[src/rtl/alu_result_stage.sv]
// ALU result stage: 2-entry result FIFO with C/Z/N flag register.
// Each accepted result is queued with the flag values it produced.
// The carry flag feeds back to the ALU.
module alu_result_stage (
  input  logic       clk,
  input  logic       rst,
  input  logic [7:0] result_in,
  input  logic [2:0] czn_in,
  input  logic [1:0] op_in,
  input  logic       in_valid,
  output logic       in_ready,
  input  logic       flag_clr,
  output logic       out_valid,
  input  logic       out_ready,
  output logic [7:0] alu_out,
  output logic [2:0] out_czn,
  output logic       c_flag,
  output logic       z_flag,
  output logic       n_flag
);

  typedef enum logic [1:0] {
    OP_ADD  = 2'b00,
    OP_AND  = 2'b01,
    OP_OR   = 2'b10,
    OP_PASS = 2'b11
  } op_e;

  logic [10:0] mem [2];
  logic        wr_ptr;
  logic        rd_ptr;
  logic [1:0]  count;
  logic        c_q, z_q, n_q;
  logic        c_d, z_d, n_d;
  logic        accept;
  logic        pop;
  op_e         op;

  assign op        = op_e'(op_in);
  assign in_ready  = (count != 2'd2);
  assign out_valid = (count != 2'd0);
  assign accept    = in_valid && in_ready;
  assign pop       = out_valid && out_ready;

  // Next flag values; flag_clr overrides any update from an accept.
  always_comb begin
    c_d = c_q;
    z_d = z_q;
    n_d = n_q;
    if (flag_clr) begin
      c_d = 1'b0;
      z_d = 1'b0;
      n_d = 1'b0;
    end else if (accept) begin
      case (op)
        OP_ADD: begin
          c_d = czn_in[2];
          z_d = (result_in == 8'h00);
          n_d = result_in[7];
        end
        OP_AND, OP_OR: begin
          z_d = (result_in == 8'h00);
          n_d = result_in[7];
        end
        default: ;
      endcase
    end
  end

  // Pointer and occupancy bookkeeping.
  always_ff @(posedge clk or posedge rst) begin
    if (rst) begin
      wr_ptr <= 1'b0;
      rd_ptr <= 1'b0;
      count  <= '0;
    end else begin
      if (accept) wr_ptr <= ~wr_ptr;
      if (pop)    rd_ptr <= ~rd_ptr;
      case ({accept, pop})
        2'b10:   count <= count + 2'd1;
        2'b01:   count <= count - 2'd1;
        default: count <= count;
      endcase
    end
  end

  // Entry storage; each entry carries the post-update flag snapshot.
  always_ff @(posedge clk or posedge rst) begin
    if (rst) begin
      mem[0] <= '0;
      mem[1] <= '0;
    end else if (accept) begin
      mem[wr_ptr] <= {result_in, c_d, z_d, n_d};
    end
  end

  // Flag register.
  always_ff @(posedge clk or posedge rst) begin
    if (rst) begin
      c_q <= 1'b0;
      z_q <= 1'b0;
      n_q <= 1'b0;
    end else begin
      c_q <= c_d;
      z_q <= z_d;
      n_q <= n_d;
    end
  end

  assign alu_out = mem[rd_ptr][10:3];
  assign out_czn = mem[rd_ptr][2:0];
  assign c_flag  = c_q;
  assign z_flag  = z_q;
  assign n_flag  = n_q;

endmodule

[config.mk]
export PLATFORM = sky130hd
export DESIGN_NAME = alu_result_stage
export DESIGN_NICKNAME = d
export VERILOG_FILES = /design/src/rtl/alu_result_stage.sv
export SDC_FILE = /design/constraint.sdc
export NUM_CORES = 1
export LEC_CHECK = 0
export CAP_MARGIN = 40
export CORE_AREA = 2 2 58 55
export CTS_BUF_LIST = sky130_fd_sc_hd__clkbuf_8
export DETAILED_ROUTE_END_ITERATION = 6
export DIE_AREA = 0 0 60 57
export GPL_ROUTABILITY_DRIVEN = 1
export GPL_TIMING_DRIVEN = 0
export PLACE_DENSITY_LB_ADDON = 0.12
export SYNTH_ARGS = -nofsm -noshare
export SYNTH_HDL_FRONTEND = slang
export SYNTH_SLANG_ARGS = --single-unit
[constraint.sdc]
create_clock -name clk -period 2.1 [get_ports clk]
set_input_delay 0.42 -clock clk [delete_from_list [all_inputs] [get_ports clk]]
set_output_delay 0.42 -clock clk [all_outputs]
set_load 0.01 [all_outputs]
==> run_1/io_placement.png <==
Pins as bars across the die edge, other pins in gray.
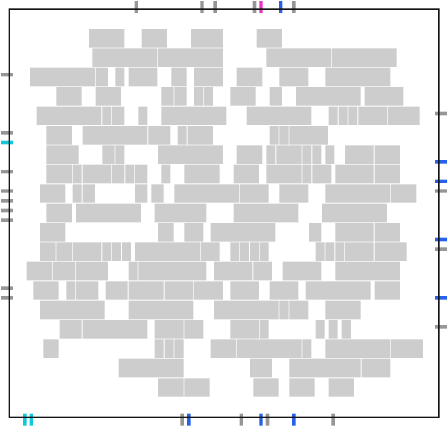
czn_in -> cyan  # pins 3, direction input, edge 2 bottom, 1 left
z_flag -> magenta  # pins 1, direction output, edge top
result_in -> blue  # pins 8, direction input, edge 4 right, 3 bottom, 1 top
all pins by edge = 10 left, 9 bottom, 8 right, 7 top
die height: 57 um
Port Buf Inserts: 31

==> run_1/congestion.png <==
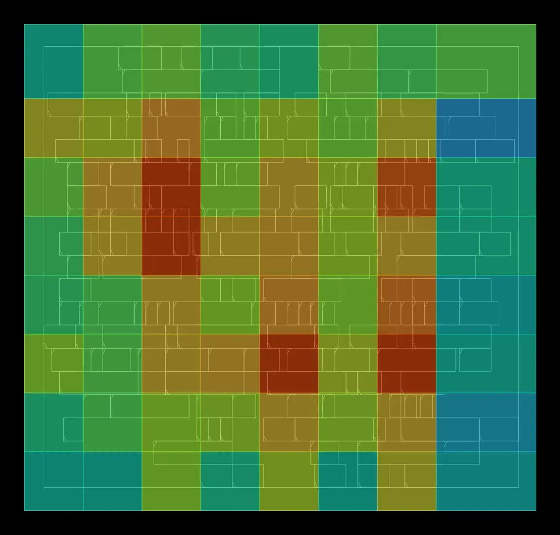
met3 Use GR: 0.0794
Tot GR Track Use: 0.199
busiest grt layer: met2

==> reports/results.tsv, run 1 <==
stage	metric	value	unit
timing	rsz0062_at_grt	false	
power_and_ir_drop	p_per_area	1390	nW/um2
die	initCoreUtil	0.471	
run_status	status	finished clean	
placement	hpwl	1.95	mm
power_and_ir_drop	p_int	1.76	mW
setup_path	cp_max_fo	5	
detailed_routing	drtIter0Drc	21	
placement	dp_worst_setup_slack	0.171	ns
timing	timing.final.ws_setup	0.0640	ns
yosys	netlist_top_cells_area	dfrtp_1 (54%), mux2_2 (11%), nand2_1 (9.4%), mux2_4 (6.7%), mux2i_1 (2.2%)	
yosys	ys_seq_share	0.536	
setup_path	cp.required	1.68	ns
global_routing	antenna_found_initial	0	
yosys	yosysUniqueCellTypes	24	
power_and_ir_drop	p_sw_frac	0.324	
setup_path	cp-start-kind	flip-flop	
clock_tree	postCtsResizedCells	5	
layout	regArea	727	um2
timing	fmax	0.491	GHz
yosys	top_area_cell	dfrtp_1	
power_and_ir_drop	p_sw	0.844	mW
timing	fin_crit	2.04	ns
yosys	yosys_area	1350	um2
die	die_width	60	um
clock_tree	cts_hold_buf	0	
power_and_ir_drop	leakage	0.961	nW
power_and_ir_drop	ir_drop	974	uV
layout	antenna_cells	0	
yosys	most_common_cell	nand2_1	
setup_path	worstSetupPathType	reg -> out	
placement	dp.cells	194	
clock_tree	cts_setup_buffers	2	
die	core	2880	um2
detailed_routing	antenna_left	0	
layout	multiInputGateArea	584	um2
yosys	synthesis.area	1350	um2
detailed_routing	drt_first_pass_iters	4	
timing	relSlewSlack	0.723	
yosys	syn_inst	120	
setup_path	r2r_end	count[1]	
layout	fin_util	0.653	
yosys	top_area_frac	0.536	
layout	drive_gt1_frac	0.244	
setup_path	r2r_cells	5	
flow_run	warning_count	28	
layout	fillers	229	
yosys	syn_nets	139	
layout	synthToLayoutAreaGrowth	38.8	%
setup_path	rr_startpoint	count[1]	
power_and_ir_drop	combPwrFrac	0.483	
yosys	synth.avg_cell_area	11.3	um2
timing	whs	0.439	ns
timing	fin_tns_setup	0	ns
yosys	ys_cells	120	
power_and_ir_drop	seqPwrFrac	0.351	
yosys	ys_warn_count	0	
global_routing	grt_pass1_wl	4.85	mm
timing	drv_slew	0	
layout	nets	182	
setup_path	rrSetupSlack	0.52	ns
clock_tree	cts_tree	built	
layout	post-route-cell-area	1880	um2
layout	stdcell_count	206	
timing	fin_skew	0.00501	ns
global_routing	grt_max_degree	22	
yosys	ys_ff	29	
timing	finalHoldViolCount	0	
placement	gp_congestion	0.766	
timing	tightest_slew	0.415	ns
timing	setup_viol	0	
die	ioPinCount	34	
yosys	common_cells	nand2_1 (34), dfrtp_1 (29), mux2_2 (13)	
detailed_routing	vias_per_cell	4.69	
die	dieArea	3420	um2
placement	placed_area	1740	um2
global_routing	grt_pass1_vias	1015	
hold_path	hold_class	in -> async	
power_and_ir_drop	pwr-share-clk	0.166	
detailed_routing	drc	0	
setup_path	end_kind	output pin	
clock_tree	h-tree-depth	2	
layout	lay_top_count	nand2_1	
flow_run	maxCapViolCount	0	
timing	finalClockPeriodUsage	0.970	
layout	final_layout_top_logic_cells	nand2_1 (34), dfrtp_1 (28), clkdlybuf4s50_1 (25)	
clock_tree	clock_path_buffers	2	
yosys	async_flop_share	1.00	
clock_tree	cts-root-buf	clkbuf_8	
clock_tree	numCtsBuffers	5	
clock_tree	cts.sinks	29	
die	fp-row-count	19	
==> run_1/clk_routes.png <==
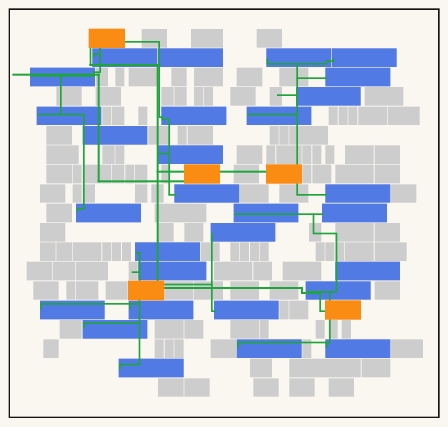
clock drivers -> orange  # count 5
flip-flops -> blue  # count 29
clock wires -> green  # length 375 um
routed clock nets = 6
Clk Latency, worst-skew pair: 0.28 ns
clock network power: 0.432 mW

==> run_1/wires.png <==
Only two layers are drawn.
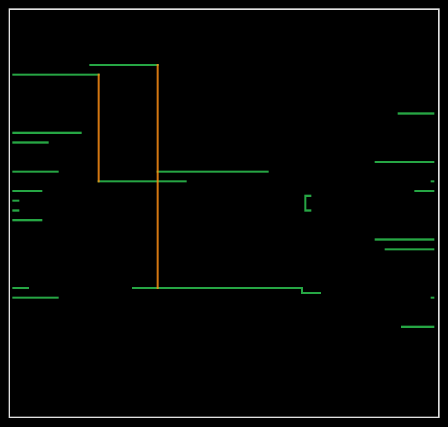
metal 4 -> orange  # wire length 46.2 um
metal 3 -> green  # wire length 152 um
Final Routed Wirelength: 2.85 mm
wire length per cell: 13.8 um
vias: 967

## run 1: state kept, by name, indices dropped and copies added (netlist names)
signal  cells
mem        22
wr_ptr      1
rd_ptr      1
z_flag      1
c_flag      1
count       2
n_flag      1
## run 1: cell type report
type | count | area share
inverters | 1 | 0.00200
repair buffers | 36 | 0.204
plain buffers | 5 | 0.0246
flip-flops and latches | 29 | 0.387
clock inverters | 3 | 0.00732
clock buffers | 5 | 0.0366
well taps | 42 | 0.0280
multi-input cells | 85 | 0.311
## run 1: worst max-delay path, stage by stage (launching register included)
cell             delay, ns
dfrtp_2               0.39
buf_6                 0.14
mux2_2                0.33
clkdlybuf4s50_1       0.47
## run 1: power groups by stage
stage               sequential, mW  clock [mW]  combinational (mW)
global route                 0.946       0.470                1.36
CTS                          0.916       0.443                1.28
finish                       0.914       0.432                1.26
global placement             0.903           0                1.18
floorplan                    0.880           0               0.767
detailed placement           0.919           0                1.21
## run 1: worst max-delay path by stage
stage          startpoint         end  slack [ns]
3_3_place_gp       rd_ptr  out_czn[0]        0.17
5_1_grt            rd_ptr  alu_out[1]       0.003
6_report           rd_ptr  alu_out[1]        0.06
2_1_floorplan    count[0]    count[1]        0.56
3_5_place_dp       rd_ptr  alu_out[6]        0.17
4_1_cts            rd_ptr  alu_out[3]       0.002
## run 1: routing by layer
layer  track usage  share of wire
met1         0.253           0.45
met2         0.309           0.48
met3        0.0794          0.053
met4        0.0667          0.016
met5             0              0
## run 1: cell families (layout without fill, tap and decap cells)
group                    after synthesis  count (layout)  synth area share
XOR/XNOR                               4               4            0.0259
AND/OR/NAND/NOR                       52              52             0.177
adder cells (fa/ha/maj)                1               1           0.00924
flip-flops                            29              29             0.536
multiplexers                          22              22             0.197
buffers and inverters                  6              50            0.0323
AND-OR/OR-AND                          6               6            0.0222
==> run 2, diff against run 1 <==
Settings changed: MAX_ROUTING_LAYER set to met4.
==> run_2/placement_by_type.png <==
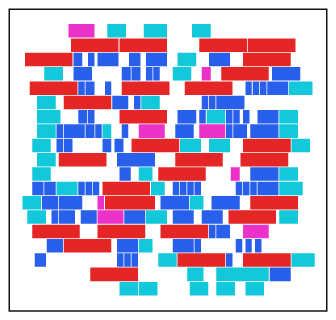
other buffers and delay cells -> cyan  # cells 41, share of their area 23%
combinational and other logic -> blue  # cells 86, share of their area 32%
flops -> red  # cells 29, share of their area 40%
clock drivers and dummy loads -> magenta  # cells 8, share of their area 4.5%
core area: 2880 um2
Seq area share: 0.387

==> run_2/wires.png <==
Only two layers are drawn.
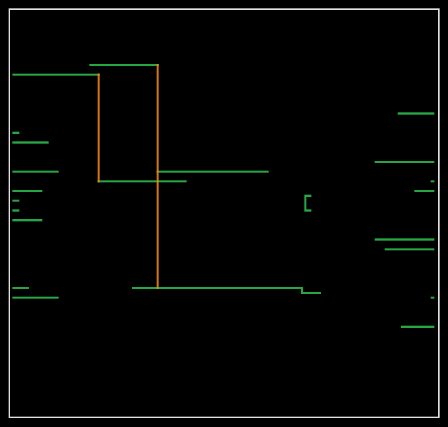
metal 4 -> orange  # wire length 46.2 um
metal 3 -> green  # wire length 144 um
Tot GR Track Use: 0.205

==> run 2 against run 1 <==
  * Die area stayed put
  * Sequential power hardly changed
  * Core utilization is the same
  * Cell area unchanged
  * Sequential cell count stayed put
  * Wire length unchanged
  * Setup slack is essentially flat
  * Largest power group unchanged
  * Non-clock buffer count unchanged
  * Clock power is essentially flat
  * Synthesized cell count unchanged
  * Register-to-register slack is essentially flat
  * Critical path type unchanged
==> reports/results.tsv, run 2 <==
stage	metric	value	unit
run_status	status	finished clean	
die	ioPinCount	34	
power_and_ir_drop	p_sw	0.844	mW
clock_tree	numCtsBuffers	5	
placement	dp_worst_setup_slack	0.171	ns
die	n_tap_cell	42	
global_routing	grt_max_degree	22	
die	fp-row-count	19	
yosys	ys_warn_count	0	
detailed_routing	vias_per_cell	4.69	
layout	post-route-cell-area	1880	um2
clock_tree	cts-root-buf	clkbuf_8	
layout	num-nonclk-inverters	1	
clock_tree	cts_tree	built	
yosys	yosys_area	1350	um2
yosys	synth.avg_cell_area	11.3	um2
layout	nets	182	
detailed_routing	drt_first_pass_iters	4	
die	initCoreUtil	0.471	
yosys	synthesis.area	1350	um2
yosys	ys_cells	120	
layout	comb_share	0.311	
detailed_routing	wl_per_cell	13.8	um
flow_run	warning_count	28	
yosys	syn_inst	120	
layout	n_sequential_cell	29	
clock_tree	cts_hold_buf	0	
timing	setup_viol	0	
layout	top_register	mem	
timing	fin_tns_setup	0	ns
layout	synthToLayoutAreaGrowth	38.8	%
yosys	yosysUniqueCellTypes	24	
power_and_ir_drop	leakage	0.961	nW
detailed_routing	vias	967	
clock_tree	cts.sinks	29	
yosys	top_area_frac	0.536	
power_and_ir_drop	combPwrFrac	0.483	
yosys	most_common_cell	nand2_1	
yosys	ys_seq_share	0.536	
layout	clock_buffers	5	
global_routing	grt_pass1_vias	1015	
clock_tree	h-tree-depth	2	
layout	fillers	229	
timing	fin_crit	2.04	ns
layout	comb_cells	85	
timing	rsz0062_at_grt	false	
setup_path	rrSetupSlack	0.52	ns
timing	finalClockPeriodUsage	0.970	
yosys	syn_nets	139	
die	die_width	60	um
setup_path	cp.required	1.68	ns
setup_path	end_kind	output pin	
hold_path	hold_class	in -> async	
timing	tightest_slew	0.415	ns
yosys	common_cells	nand2_1 (34), dfrtp_1 (29), mux2_2 (13)	
timing	fmax	0.491	GHz
yosys	ys_ff	29	
flow_run	maxCapViolCount	0	
setup_path	slowest_delay	0.47	ns
placement	hpwl	1.95	mm
layout	drive_gt1_frac	0.244	
timing	fin_skew	0.00501	ns
setup_path	critical_path.slowest_cell	clkdlybuf4s50_1	
detailed_routing	antenna_left	0	
die	die_h	57	um
timing	whs	0.439	ns
power_and_ir_drop	p_int	1.76	mW
detailed_routing	drtIter0Drc	21	
layout	layout.area.top_class	sequential cells	
layout	buffer_area_frac	0.228	
placement	dp.cells	194	
layout	antenna_cells	0	
power_and_ir_drop	seqPwrFrac	0.351	
global_routing	antenna_found_initial	0	
global_routing	grt_pass1_wl	4.85	mm
power_and_ir_drop	p_sw_frac	0.324	
power_and_ir_drop	pwr-share-clk	0.166	
setup_path	path_cells	buf_6 > mux2_2 > clkdlybuf4s50_1	
layout	stdcell_count	206	
yosys	top_area_cell	dfrtp_1	
layout	clkCellAreaFrac	0.0439	
clock_tree	clock_latency	0.28	ns
timing	timing.final.ws_setup	0.0640	ns
yosys	async_flop_share	1.00	
power_and_ir_drop	p_per_area	1390	nW/um2
setup_path	worstSetupPathType	reg -> out	
layout	final_layout_top_logic_cells	nand2_1 (34), dfrtp_1 (28), clkdlybuf4s50_1 (25)	
==> run_2/congestion.png <==
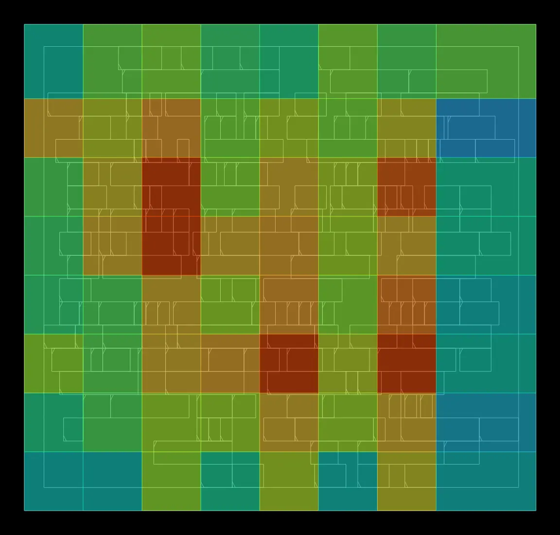
GRT met2 Usage: 0.309
met1 Use GR: 0.256
met3 Use GR: 0.0748

run 2: cell counts after synthesis:
Identical to the previous run, type by type.
run 2: worst paths after layout:
check	endpoint	from	cells after the start
worst max-delay path	alu_out[1]	rd_ptr	3
worst min register to register	mem[6]	mem[6]	2
max in group asynchronous	mem[16]	rst	3
worst min-delay path	mem[20]	rst	2
min in group clk	mem[6]	mem[6]	2
worst max register to register	count[1]	count[1]	5
run 2: kinds of logic (layout without fill, tap and decap cells):
logic type | Yosys count | in the layout | share of synthesized area
compound gates | 6 | 6 | 0.0222
xor+xnor | 4 | 4 | 0.0259
fa+ha+maj | 1 | 1 | 0.00924
buf+inv | 6 | 50 | 0.0323
flops | 29 | 29 | 0.536
mux | 22 | 22 | 0.197
simple gates | 52 | 52 | 0.177
run 2: repair_timing:
item | CTS | global route
setup buffers | 2 | 1
setup endpoints to repair | 9 | 10
hold endpoints to repair | 0 | 0
gates resized | 5 | 6
gates cloned | 1 | 0
run 2: per-layer routing:
layer / track usage / routed length [um] / share of wire / up-vias
met5: - / 0 / 0 / -
met1: 0.256 / 1290 / 0.45 / 455
met3: 0.0748 / 143 / 0.050 / 5
li1: - / - / - / 482
met4: 0.0667 / 46 / 0.016 / 0
met2: 0.309 / 1370 / 0.48 / 25
run 2: power by group through the flow:
| stage | Sequential (mW) | Combinational [mW] | Clock [mW] |
|---|---|---|---|
| finish | 0.914 | 1.26 | 0.432 |
| global route | 0.946 | 1.36 | 0.470 |
| CTS | 0.916 | 1.28 | 0.443 |
| detailed placement | 0.919 | 1.21 | 0 |
| global placement | 0.903 | 1.18 | 0 |
| floorplan | 0.880 | 0.767 | 0 |
run 2: critical path, delay by kind of cell, from the launching register on:
kind | cells | cell delay (ns)
multiplexers | 1 | 0.33
flip-flops | 1 | 0.39
buffers and inverters | 2 | 0.61
==> run 3, diff against run 2 <==
Settings changed: CORE_AREA 2 2 58 55 to 2 2 65 61, DIE_AREA 0 0 60 57 to 0 0 67 63.
==> run_3/clk_routes.png <==
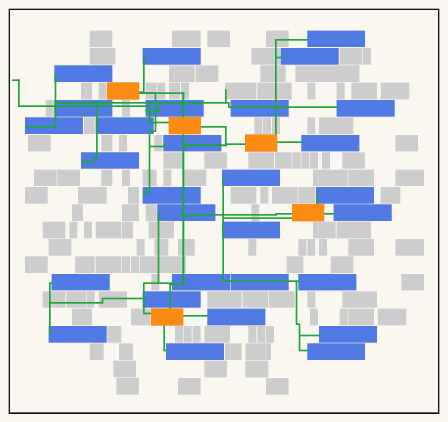
clock wires -> green  # length 374 um
flip-flops -> blue  # count 29
clock drivers -> orange  # count 5
flops lie = widely spread

==> run_3/placement_by_type.png <==
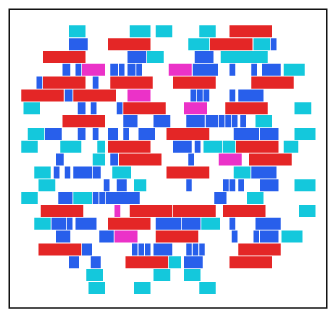
combinational and other logic -> blue  # cells 86, share of their area 32%
other buffers and delay cells -> cyan  # cells 41, share of their area 24%
clock drivers and dummy loads -> magenta  # cells 7, share of their area 4.7%
flops -> red  # cells 29, share of their area 40%

==> run 3 against run 2 <==
  * Critical path depth unchanged
  * Total power about the same
  * Sequential cell count unchanged
  * Hold slack improved by 0.031 ns
  * Cell area increased by 0.67%
  * Combinational power about the same
  * Core utilization decreased by 12 points
  * Register-to-register slack about the same
==> reports/results.tsv, run 3 <==
stage	metric	value	unit
run_status	status	finished clean	
yosys	yosys_area	1350	um2
detailed_routing	antenna_left	0	
layout	top_register	mem	
global_routing	antenna_found_initial	0	
yosys	netlist_top_cells_area	dfrtp_1 (54%), mux2_2 (11%), nand2_1 (9.4%), mux2_4 (6.7%), mux2i_1 (2.2%)	
power_and_ir_drop	combPwrFrac	0.477	
die	initCoreUtil	0.379	
detailed_routing	wl	2.91	mm
clock_tree	clk_pin_slew	0.06	ns
detailed_routing	vias	979	
detailed_routing	wl_met1	1.39	mm
die	ioPinCount	34	
timing	fin_tns_setup	0	ns
global_routing	grt_max_degree	16	
global_routing	grt_pass1_wl	4.89	mm
placement	placed_area	1750	um2
yosys	ys_ff	29	
hold_path	min_from	mem[10]	
global_routing	grtUsageTotal	0.162	
timing	setup_viol	0	
timing	relSlewSlack	0.559	
power_and_ir_drop	powerClk	0.449	mW
yosys	synth.avg_cell_area	11.3	um2
setup_path	cp-start-kind	flip-flop	
yosys	syn_nets	139	
setup_path	rr_startpoint	count[0]	
detailed_routing	wl_per_cell	13.9	um
timing	rsz0062_at_grt	false	
timing	finalHoldViolCount	0	
timing	whs	0.470	ns
setup_path	r2r_cells	5	
clock_tree	cts.sinks	29	
yosys	top_area_cell	dfrtp_1	
global_routing	grt_pass1_vias	1048	
power_and_ir_drop	seqPwrFrac	0.350	
layout	lay_top_count	nand2_1	
global_routing	use_met2	0.246	
power_and_ir_drop	pg_comb	1.24	mW
layout	reg.largest.list	mem: 22 flops, count: 2 flops	
clock_tree	h-tree-depth	2	
layout	antenna_cells	0	
detailed_routing	drt_first_pass_iters	4	
setup_path	crit_family	buffers and inverters	
global_routing	top_usage_layer	met2	
yosys	top_area_frac	0.536	
setup_path	path_depth	3	
power_and_ir_drop	leakage	0.983	nW
power_and_ir_drop	p_per_area	1380	nW/um2
detailed_routing	top_layer	met4	
global_routing	grt.met3_usage	0.0559	
placement	dp.cells	198	
timing	finalClockPeriodUsage	0.975	
layout	drive_gt1_frac	0.233	
clock_tree	cts_hold_buf	0	
die	dieArea	4220	um2
yosys	ys_warn_count	0	
detailed_routing	drc	0	
layout	nets	182	
die	die_h	63	um
yosys	yosysUniqueCellTypes	24	
detailed_routing	wl_met2	1.32	mm
hold_path	hold_end	mem[10]	
placement	port_buffers	31	
hold_path	hold-path-cell-count	2	
yosys	synthesis.area	1350	um2
yosys	async_flop_share	1.00	
die	die_width	67	um
die	fp-row-count	21	
power_and_ir_drop	p_seq	0.912	mW
setup_path	cp.required	1.68	ns
flow_run	maxCapViolCount	0	
placement	gp_congestion	0.780	
layout	stdcell_count	209	
yosys	common_cells	nand2_1 (34), dfrtp_1 (29), mux2_2 (13)	
setup_path	timing.critical_path.buf_inv	2	
yosys	most_common_cell	nand2_1	
yosys	ys_seq_share	0.536	
power_and_ir_drop	p_sw	0.824	mW
placement	hpwl	2.00	mm
die	core	3570	um2
timing	drv_slew	0	
clock_tree	cts_tree	built	
layout	fillers	342	
yosys	flop_cell	dfrtp_1	
flow_run	warning_count	28	
setup_path	cp_max_fo	3	
clock_tree	clock_path_buffers	2	
timing	tightest_slew	0.660	ns
yosys	ys_cells	120	
layout	largest_register_ffs	22	
layout	post-route-cell-area	1890	um2
setup_path	end_kind	output pin	
setup_path	slowest_delay	0.47	ns
setup_path	critical_path.slowest_cell	clkdlybuf4s50_1	
layout	regArea	726	um2
power_and_ir_drop	p_int	1.78	mW
setup_path	path_cells	buf_4 > mux2_2 > clkdlybuf4s50_1	
timing	fmax	0.488	GHz
setup_path	rrSetupSlack	0.53	ns
yosys	syn_inst	120	
timing	fin_skew	0.00265	ns
layout	final_layout_top_logic_cells	nand2_1 (34), dfrtp_1 (29), clkdlybuf4s50_1 (23)	
detailed_routing	vias_per_cell	4.68	
clock_tree	cts-root-buf	clkbuf_8	
detailed_routing	wl_met3	162	um
setup_path	worstSetupPathType	reg -> out	
layout	multiInputGateArea	584	um2
clock_tree	clock_latency	0.28	ns
power_and_ir_drop	pwr-share-clk	0.173	
hold_path	hold_class	reg -> reg	
global_routing	met1_usage	0.205	
setup_path	r2r_end	count[1]	
clock_tree	numCtsBuffers	5	
power_and_ir_drop	power.group.top	combinational cells	
power_and_ir_drop	ir_drop	590	uV
detailed_routing	drtIter0Drc	53	
timing	fin_crit	2.05	ns
layout	synthToLayoutAreaGrowth	39.7	%
power_and_ir_drop	p_sw_frac	0.316	
==> run_3/wires.png <==
Only two layers are drawn.
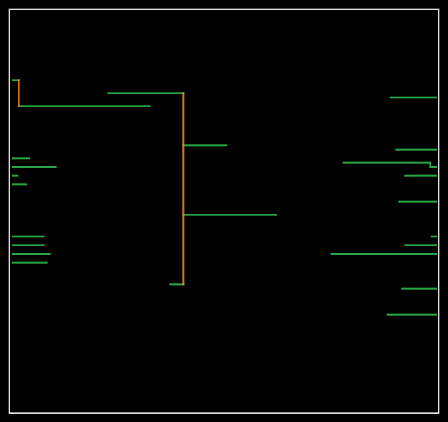
metal 4 -> orange  # wire length 34.0 um
metal 3 -> green  # wire length 163 um

run 3: kinds of logic (layout without fill, tap and decap cells):
group | count (synthesis) | in the layout | share of synthesized area
XOR/XNOR | 4 | 4 | 0.0259
multiplexers | 22 | 22 | 0.197
AND-OR/OR-AND | 6 | 6 | 0.0222
buffers and inverters | 6 | 49 | 0.0323
flip-flops | 29 | 29 | 0.536
AND/OR/NAND/NOR | 52 | 52 | 0.177
adder cells (fa/ha/maj) | 1 | 1 | 0.00924
run 3: how the worst max path moves through the flow:
stage             start          to  slack [ns]
6_report         rd_ptr  alu_out[7]        0.05
5_1_grt          rd_ptr  out_czn[2]       0.005
4_1_cts          rd_ptr  alu_out[2]       0.005
3_5_place_dp     rd_ptr  alu_out[6]        0.13
3_3_place_gp     rd_ptr  alu_out[6]        0.15
2_1_floorplan  count[0]    count[1]        0.56
run 3: cell type report:
type	instances	share of cell area
buffer	5	0.0245
clock buffer	6	0.0437
clock inverter	1	0.00198
inverter	1	0.00198
multi-input combinational	85	0.309
sequential	29	0.384
tap	46	0.0304
timing repair buffer	36	0.205
run 3: timing repair:
action | in CTS | in global routing
setup buffers | 1 | 2
resized | 5 | 7
setup endpoints to repair | 9 | 8
gates cloned | 1 | 0
hold endpoints to repair | 0 | 0
pin swaps | 0 | 0
run 3: worst reg2reg max path, stage by stage (launching register included):
cell	delay (ns)
dfrtp_1	0.42
or2_2	0.29
and2_1	0.18
ha_1	0.32
nor2_1	0.13
xor2_1	0.15
run 3: through the flow:
stage,setup slack [ns],utilization,power [mW]
after floorplan,0.555,-,1.65
after global placement,0.153,0.482,2.09
after detailed placement,0.134,0.489,2.13
after CTS,0.00469,0.520,2.64
after global routing,0.00513,0.529,2.78
final,0.0523,0.529,2.60
Power and IR drop assume default switching activity.
